$ cat config.mk
export PLATFORM = sky130hd
export DESIGN_NAME = seg7_scan_driver
export DESIGN_NICKNAME = d
export VERILOG_FILES = /design/src/rtl/seg7_scan_driver.sv
export SDC_FILE = /design/constraint.sdc
export NUM_CORES = 1
export LEC_CHECK = 0
export CAP_MARGIN = 20
export CORE_ASPECT_RATIO = 0.6
export CORE_UTILIZATION = 49
export CTS_CLUSTER_SIZE = 20
export DETAILED_ROUTE_END_ITERATION = 7
export GPL_TIMING_DRIVEN = 0
export PLACE_DENSITY = 0.77
export SKIP_CTS_REPAIR_TIMING = 1
export SLEW_MARGIN = 5
export SYNTH_ARGS = -nofsm -noshare
export SYNTH_HDL_FRONTEND = slang
export SYNTH_SLANG_ARGS = --single-unit
$ cat constraint.sdc
create_clock -name clk -period 2.3 [get_ports clk]
set_input_delay 0.345 -clock clk [delete_from_list [all_inputs] [get_ports clk]]
set_output_delay 0.345 -clock clk [all_outputs]
set_load 0.005 [all_outputs]
$ cat src/rtl/seg7_scan_driver.sv
// -----------------------------------------------------------------------------
// seg7_scan_driver
//
// Memory-mapped eight-digit seven-segment display controller. A 32-bit value
// is held as eight hex nibbles and time-multiplexed onto the digits by a
// refresh prescaler. The value and the digit-enable mask are double-buffered:
// the scan reads shadow copies that are reloaded only at a frame boundary
// (the digit index wrapping to 0) or on a FORCE_LOAD write. A frame therefore
// never shows a half-updated value.
//
// Register map (word offset on addr):
//   0 VALUE  (RW) nibble k is shown on digit k
//   1 MASK   (RW) bits [7:0] enable digits, bits [31:8] read 0
//   2 CTRL   bit0 BLANK (RW), bit1 FORCE_LOAD (write 1 to load shadows, reads 0)
//   3 STATUS (RO) bits [2:0] current digit index
//
// Ports:
//   clk     system clock
//   rst     asynchronous active-low reset
//   sel     bus request, held by the master until ready
//   we      1 = write, 0 = read (qualified by sel)
//   addr    word offset
//   wdata   write data
//   rdata   read data, valid while ready=1, otherwise 0
//   ready   one-cycle completion pulse, the cycle after acceptance
//   an      digit anodes, active-low
//   a_to_g  segments {a,b,c,d,e,f,g}, active-low
//
// Optional feature (compile-time macro SEG7_LEADING_ZERO_BLANK_EN):
//   when defined, a digit whose shadow nibble is 0 is turned off if all
//   higher nibbles (up to NUM_DIGITS-1) are also 0. Digit 0 is never
//   suppressed. When undefined, all masked-in digits are shown.
// -----------------------------------------------------------------------------
module seg7_scan_driver #(
  parameter int REFRESH_DIV = 100000,  // clk cycles per digit slot, >= 2
  parameter int NUM_DIGITS  = 8        // digits scanned, 1..8
) (
  input  logic        clk,
  input  logic        rst,
  input  logic        sel,
  input  logic        we,
  input  logic [1:0]  addr,
  input  logic [31:0] wdata,
  output logic [31:0] rdata,
  output logic        ready,
  output logic [7:0]  an,
  output logic [6:0]  a_to_g
);

  localparam int             PW        = $clog2(REFRESH_DIV);
  localparam logic [PW-1:0]  PRESC_MAX = PW'(REFRESH_DIV - 1);
  localparam logic [2:0]     IDX_MAX   = 3'(NUM_DIGITS - 1);

  localparam logic [1:0] ADDR_VALUE  = 2'd0;
  localparam logic [1:0] ADDR_MASK   = 2'd1;
  localparam logic [1:0] ADDR_CTRL   = 2'd2;
  localparam logic [1:0] ADDR_STATUS = 2'd3;

  logic [PW-1:0] presc_q, presc_d;
  logic [2:0]    idx_q, idx_d;
  logic [31:0]   value_q, value_d;
  logic [7:0]    mask_q, mask_d;
  logic          blank_q, blank_d;
  logic [31:0]   shadow_val_q, shadow_val_d;
  logic [7:0]    shadow_mask_q, shadow_mask_d;
  logic          ready_q, ready_d;
  logic [31:0]   rdata_q, rdata_d;
  logic [7:0]    an_q, an_d;
  logic [6:0]    a_to_g_q, a_to_g_d;

  logic          tick;
  logic          frame_wrap;
  logic          accept;
  logic          wr_en;
  logic          force_load;
  logic [31:0]   read_word;
  logic [7:0]    digit_present;
  logic [7:0]    lz_suppress;
  logic [7:0]    digit_lit;
  logic [3:0]    cur_nibble;

  // Anodes at or above NUM_DIGITS are never driven low.
  genvar gi;
  generate
    for (gi = 0; gi < 8; gi++) begin : g_present
      if (gi < NUM_DIGITS) begin : g_on
        assign digit_present[gi] = 1'b1;
      end else begin : g_off
        assign digit_present[gi] = 1'b0;
      end
    end
  endgenerate

`ifdef SEG7_LEADING_ZERO_BLANK_EN
  // Nibbles beyond the scanned digits are treated as zero, so "all higher
  // nibbles zero" is simply a zero test on the in-range bits above digit k.
  localparam logic [31:0] VAL_RANGE = (NUM_DIGITS >= 8) ? 32'hFFFF_FFFF
                                    : ((32'd1 << (4 * NUM_DIGITS)) - 32'd1);
  logic [31:0] val_in_range;
  assign val_in_range = shadow_val_q & VAL_RANGE;

  generate
    for (gi = 0; gi < 8; gi++) begin : g_lz
      if (gi == 0) begin : g_d0
        assign lz_suppress[gi] = 1'b0;
      end else begin : g_dk
        assign lz_suppress[gi] = (val_in_range[31:4*gi] == '0);
      end
    end
  endgenerate
`else
  assign lz_suppress = 8'h00;
`endif

  // Hex to active-low {a,b,c,d,e,f,g}.
  function automatic logic [6:0] seg_decode(input logic [3:0] n);
    logic [6:0] s;
    case (n)
      4'h0:    s = 7'b0000001;
      4'h1:    s = 7'b1001111;
      4'h2:    s = 7'b0010010;
      4'h3:    s = 7'b0000110;
      4'h4:    s = 7'b1001100;
      4'h5:    s = 7'b0100100;
      4'h6:    s = 7'b0100000;
      4'h7:    s = 7'b0001111;
      4'h8:    s = 7'b0000000;
      4'h9:    s = 7'b0000100;
      4'hA:    s = 7'b0001000;
      4'hB:    s = 7'b1100000;
      4'hC:    s = 7'b0110001;
      4'hD:    s = 7'b1000010;
      4'hE:    s = 7'b0110000;
      default: s = 7'b0111000;
    endcase
    return s;
  endfunction

  assign tick       = (presc_q == PRESC_MAX);
  assign frame_wrap = tick && (idx_q == IDX_MAX);
  // A new request is taken only while no completion pulse is outstanding.
  assign accept     = sel && !ready_q;
  assign wr_en      = accept && we;
  assign force_load = wr_en && (addr == ADDR_CTRL) && wdata[1];

  always_comb begin
    read_word = 32'd0;
    case (addr)
      ADDR_VALUE:  read_word = value_q;
      ADDR_MASK:   read_word = {24'd0, mask_q};
      ADDR_CTRL:   read_word = {31'd0, blank_q};
      ADDR_STATUS: read_word = {29'd0, idx_q};
      default:     read_word = 32'd0;
    endcase
  end

  always_comb begin
    presc_d = tick ? '0 : presc_q + 1'b1;

    idx_d = idx_q;
    if (tick) begin
      idx_d = (idx_q == IDX_MAX) ? 3'd0 : idx_q + 3'd1;
    end

    value_d = value_q;
    mask_d  = mask_q;
    blank_d = blank_q;
    if (wr_en) begin
      case (addr)
        ADDR_VALUE: value_d = wdata;
        ADDR_MASK:  mask_d  = wdata[7:0];
        ADDR_CTRL:  blank_d = wdata[0];
        default:    ;  // STATUS is read-only
      endcase
    end

    // Shadows take the pre-write registers, so a VALUE write coinciding with
    // a load shows up one frame later.
    shadow_val_d  = shadow_val_q;
    shadow_mask_d = shadow_mask_q;
    if (frame_wrap || force_load) begin
      shadow_val_d  = value_q;
      shadow_mask_d = mask_q;
    end

    ready_d = accept;
    rdata_d = (accept && !we) ? read_word : 32'd0;
  end

  // Output stage: registered from the current index, one cycle behind it.
  // BLANK is deliberately live (not shadowed) so it acts on the next cycle.
  always_comb begin
    digit_lit  = (8'd1 << idx_q) & shadow_mask_q & digit_present
               & {8{~blank_q}} & ~lz_suppress;
    an_d       = ~digit_lit;
    cur_nibble = shadow_val_q[{idx_q, 2'b00} +: 4];
    a_to_g_d   = seg_decode(cur_nibble);
  end

  always_ff @(posedge clk or negedge rst) begin
    if (!rst) begin
      presc_q       <= '0;
      idx_q         <= 3'd0;
      value_q       <= 32'd0;
      mask_q        <= 8'hFF;
      blank_q       <= 1'b0;
      shadow_val_q  <= 32'd0;
      shadow_mask_q <= 8'hFF;
      ready_q       <= 1'b0;
      rdata_q       <= 32'd0;
      an_q          <= 8'hFF;
      a_to_g_q      <= 7'h7F;
    end else begin
      presc_q       <= presc_d;
      idx_q         <= idx_d;
      value_q       <= value_d;
      mask_q        <= mask_d;
      blank_q       <= blank_d;
      shadow_val_q  <= shadow_val_d;
      shadow_mask_q <= shadow_mask_d;
      ready_q       <= ready_d;
      rdata_q       <= rdata_d;
      an_q          <= an_d;
      a_to_g_q      <= a_to_g_d;
    end
  end

  assign rdata  = rdata_q;
  assign ready  = ready_q;
  assign an     = an_q;
  assign a_to_g = a_to_g_q;

endmodule

Placed cells, one color a class:
Scale: 3 px per um.
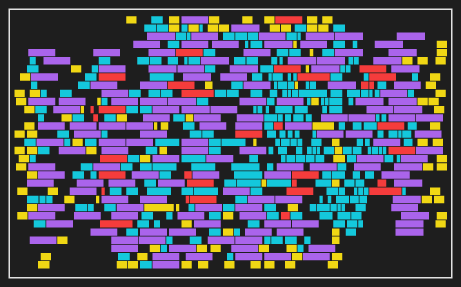
[red] clock drivers and dummy loads | cells: 32 | share of their area: 7.9%
[purple] registers | cells: 149 | share of their area: 49%
[cyan] remaining logic cells | cells: 256 | share of their area: 30%
[yellow] remaining buffers and delay cells | cells: 109 | share of their area: 13%
share of the core filled with cells in the final layout: 65.4%
Post-Layout Inst Area: 7970 um^2

Congestion heat map:
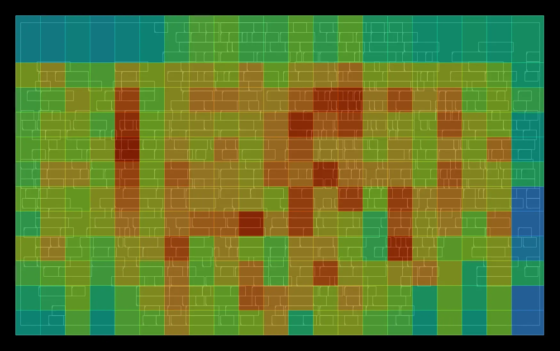
GR met2 Demand/Resource: 31.5%
met3 track utilization from global routing: 6.17%
detail-routed net length per standard cell: 18.2 um
met1 Use GR: 30.1%
Total Routing Usage GR: 21.1%

==> impl_metrics.py <==
# Synthesis and PnR figures
metrics = {
    "outcome": {
        "status": "completed",
    },
    "worst_hold_path": {
        "min_from": "addr[1]",
        "hold_path_depth": 3,
        "worst_hold_path_ep": "blank_q",
        "hp-class": "in2reg",
    },
    "pwr": {
        "power_density_nw_per_um2": 935,
        "static_leakage_nw": 3.58,
        "max-vdd-ir-drop_uv": 435,
    },
    "logic_synthesis": {
        "yosys-top-cells-count": "118 x sky130_fd_sc_hd__dfrtp_1, 81 x sky130_fd_sc_hd__mux2_2, 31 x sky130_fd_sc_hd__dfstp_2",
        "post_synthesis_instance_area_um2": 6180,
        "top_area_cell_share_pct": 47.8,
        "synth.cellmix.xorXnorShare_pct": 1.98,
        "syn-mean-instance-area_um2": 14.6,
        "synth_async_sr_flop_share_pct": 100,
        "ys.flops": 149,
        "synth_stat.cells": 423,
        "synthCells": 423,
        "nets_at_floorplan": 474,
        "yosys.stat.seqShare_pct": 61.0,
        "synthDistinctLibCells": 41,
        "ys.warnings.count": 0,
        "post-synth-top-count-cell": "sky130_fd_sc_hd__dfrtp_1",
        "post_synth_tally_of_flip_flops_with_integrated_enable": 0,
        "synthFlopType": "sky130_fd_sc_hd__dfrtp_1",
        "topCellsByArea": "sky130_fd_sc_hd__dfrtp_1 48%, sky130_fd_sc_hd__mux2_2 15%, sky130_fd_sc_hd__dfstp_2 13%, sky130_fd_sc_hd__mux4_1 3.0%, sky130_fd_sc_hd__and2_1 2.6%",
        "fa_ha_area_share_pct": 2.63,
        "ys_sh_aoi_pct": 1.54,
        "synth_area_leader_cell": "sky130_fd_sc_hd__dfrtp_1",
        "yosys-mux-area-fraction_pct": 22.2,
        "yosys.area_share.simple_pct": 8.79,
        "synth_chip_area_um2": 6180,
        "post_synth_main_logic_family": "multiplexers",
    },
    "final_layout": {
        "fillers": 875,
        "mostFrequentLayoutCells": "118 x sky130_fd_sc_hd__dfrtp_1, 83 x sky130_fd_sc_hd__clkdlybuf4s50_1, 81 x sky130_fd_sc_hd__mux2_2",
        "multi_input_comb_area_um2": 2320,
        "ratio_of_cells_with_drive_above_1_in_the_final_layout_pct": 31.7,
        "highest_count_logic_cell_in_the_final_layout": "sky130_fd_sc_hd__dfrtp_1",
        "layout.cells.non_filler": 711,
        "antennaDiodeCount": 0,
        "net_count_reported_at_finish": 584,
        "area.sequential_um2": 3770,
    },
    "timing": {
        "final_critical_path_required_period_ns": 2.24,
        "hold_violations": 0,
        "fmaxAchievable_mhz": 446,
        "setup_violation_total_in_the_final_timing_report": 0,
        "fin_skew_ns": 0.00924,
        "slew_violations": 0,
        "timing.setup.tns_ns": 0,
        "post-route-period-util_pct": 97.5,
        "relSlewSlack_pct": 50.6,
        "worst-slew-pin-transition_ns": 0.740,
    },
    "route": {
        "detail_route.drc_violations": 0,
        "detail_route.iter0.violations": 211,
        "finalWirelength_mm": 12.9,
        "drtAntennaViolNets": 0,
        "first_pass_iteration_count_of_the_detailed_router": 4,
        "vias_per_cell": 5.19,
        "via_count": 3690,
    },
    "global_routing": {
        "grt_start_max_net_pins": 98,
        "initial_antenna_violation_count": 0,
        "globalRoute.busiestLayer": "met2",
        "grt_remaining_overflow": 0,
        "grt_pass1_wl_mm": 20.4,
        "grt_pass1_vias": 3750,
    },
    "clock_tree": {
        "tritoncts.num_buffers": 17,
        "htree_levels": 4,
        "cts_tree": "done",
        "clock_latency_ns": 0.42,
        "cts_root_buffer": "sky130_fd_sc_hd__clkbuf_16",
        "clock_path_buffers": 2,
        "path_clk_slew_ns": 0.06,
        "clkSinkCount": 149,
    },
    "placed_design": {
        "buffer_ports.inserted": 84,
        "gp_congestion": 0.835,
        "dpl.cell_count": 673,
        "detailed_place_hpwl_mm": 8.99,
        "detailedPlace.worstSlack_ns": -0.440,
    },
    "setup_path": {
        "crit_required_ns": 2.64,
        "cp.arrival_ns": 2.58,
        "worst_path_max_fanout": 10,
        "timing_worst_setup_path_type": "reg2reg",
        "r2r_slack_ns": 0.06,
        "setup.worst_path.end": "a_to_g[6]",
        "worstRegToRegCells": 7,
        "r2r-start": "idx_q[0]",
        "crit_path_end_kind": "register",
        "worstSetupStartpoint": "idx_q[0]",
        "critPathLaunchType": "register",
        "crit-reg2reg-capture": "a_to_g[6]",
    },
    "job": {
        "log.warning_count": 35,
        "max-cap-violations": 0,
    },
    "die": {
        "die_w_um": 147,
        "fp-utilization_pct": 50.7,
        "rows": 31,
        "pin_count": 86,
        "design.core.area_um2": 12200,
        "design.die.area_um2": 13100,
        "die.size.y_um": 89.0,
    },
}
Cell sizes after repair:
Scale: 3 px per um.
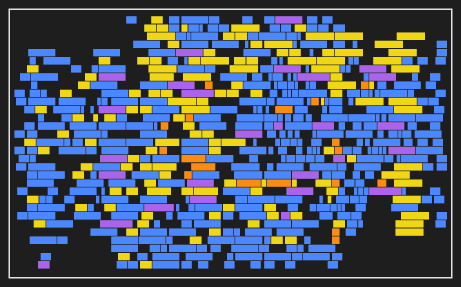
[blue] x1 and smaller | cells: 373 | most used: dfrtp_1
[yellow] x2 | cells: 128 | most used: mux2_2
[purple] x6 and larger | cells: 27 | most used: clkbuf_16
[orange] x3 and x4 | cells: 18 | most used: buf_4
worst setup margin: 0.0580 ns
signed area change from the synthesized netlist to the final layout: 28.9%
number of buffers outside the clock class in the layout: 109

[registers in the layout, indices dropped and copies added, names as in the netlist]
name           flops
an                 8
ready              1
idx_q              3
value_q           32
rdata             32
presc_q           17
shadow_val_q      32
mask_q             8
shadow_mask_q      8
blank_q            1
a_to_g             7
[through the flow]
step | cell area, um^2 | power [W] | hold WS [ns]
floorplan | 6180 | 0.00401 | 0.0494
global placement | 7230 | 0.00445 | 0.439
detailed placement | 7260 | 0.00453 | 0.325
CTS | 7870 | 0.00741 | -0.118
global route | 7970 | 0.00775 | 0.458
finish | 7970 | 0.00745 | 0.424
[critical path: stages, from the launching register on]
cell	delay (ns)
sky130_fd_sc_hd__dfrtp_1	0.41
sky130_fd_sc_hd__buf_12	0.17
sky130_fd_sc_hd__mux4_2	0.55
sky130_fd_sc_hd__mux2i_4	0.31
sky130_fd_sc_hd__inv_2	0.07
sky130_fd_sc_hd__ha_2	0.21
sky130_fd_sc_hd__and3_1	0.15
sky130_fd_sc_hd__a211o_1	0.28
[layout make-up]
cell class	count	area share, %
clock inverter	12	2.21
clock buffer	20	5.48
timing repair buffer	92	11.6
sequential	149	47.3
multi-input combinational	248	29.1
tap	165	2.59
buffer	17	1.30
inverter	8	0.377
[routing by layer]
metal / up-vias / wire length (um) / part of all wire (%)
met2: 91 / 5730 / 44
met4: 0 / 128 / 0.99
met1: 1886 / 6330 / 49
li1: 1702 / - / -
met3: 11 / 745 / 5.8
met5: - / 0 / 0
[report_power, final]
group / internal (W) / switching, W
Sequential: 0.00315 / 0.000295
Combinational: 0.000679 / 0.000427
Clock: 0.00182 / 0.00107
[logic make-up after synthesis]
family,Yosys count
mux,110
buf+inv,26
simple gates,96
fa+ha+maj,13
xor+xnor,14
flops,149
compound gates,15
No activity file was given, so power comes from the tool's default toggle rates.
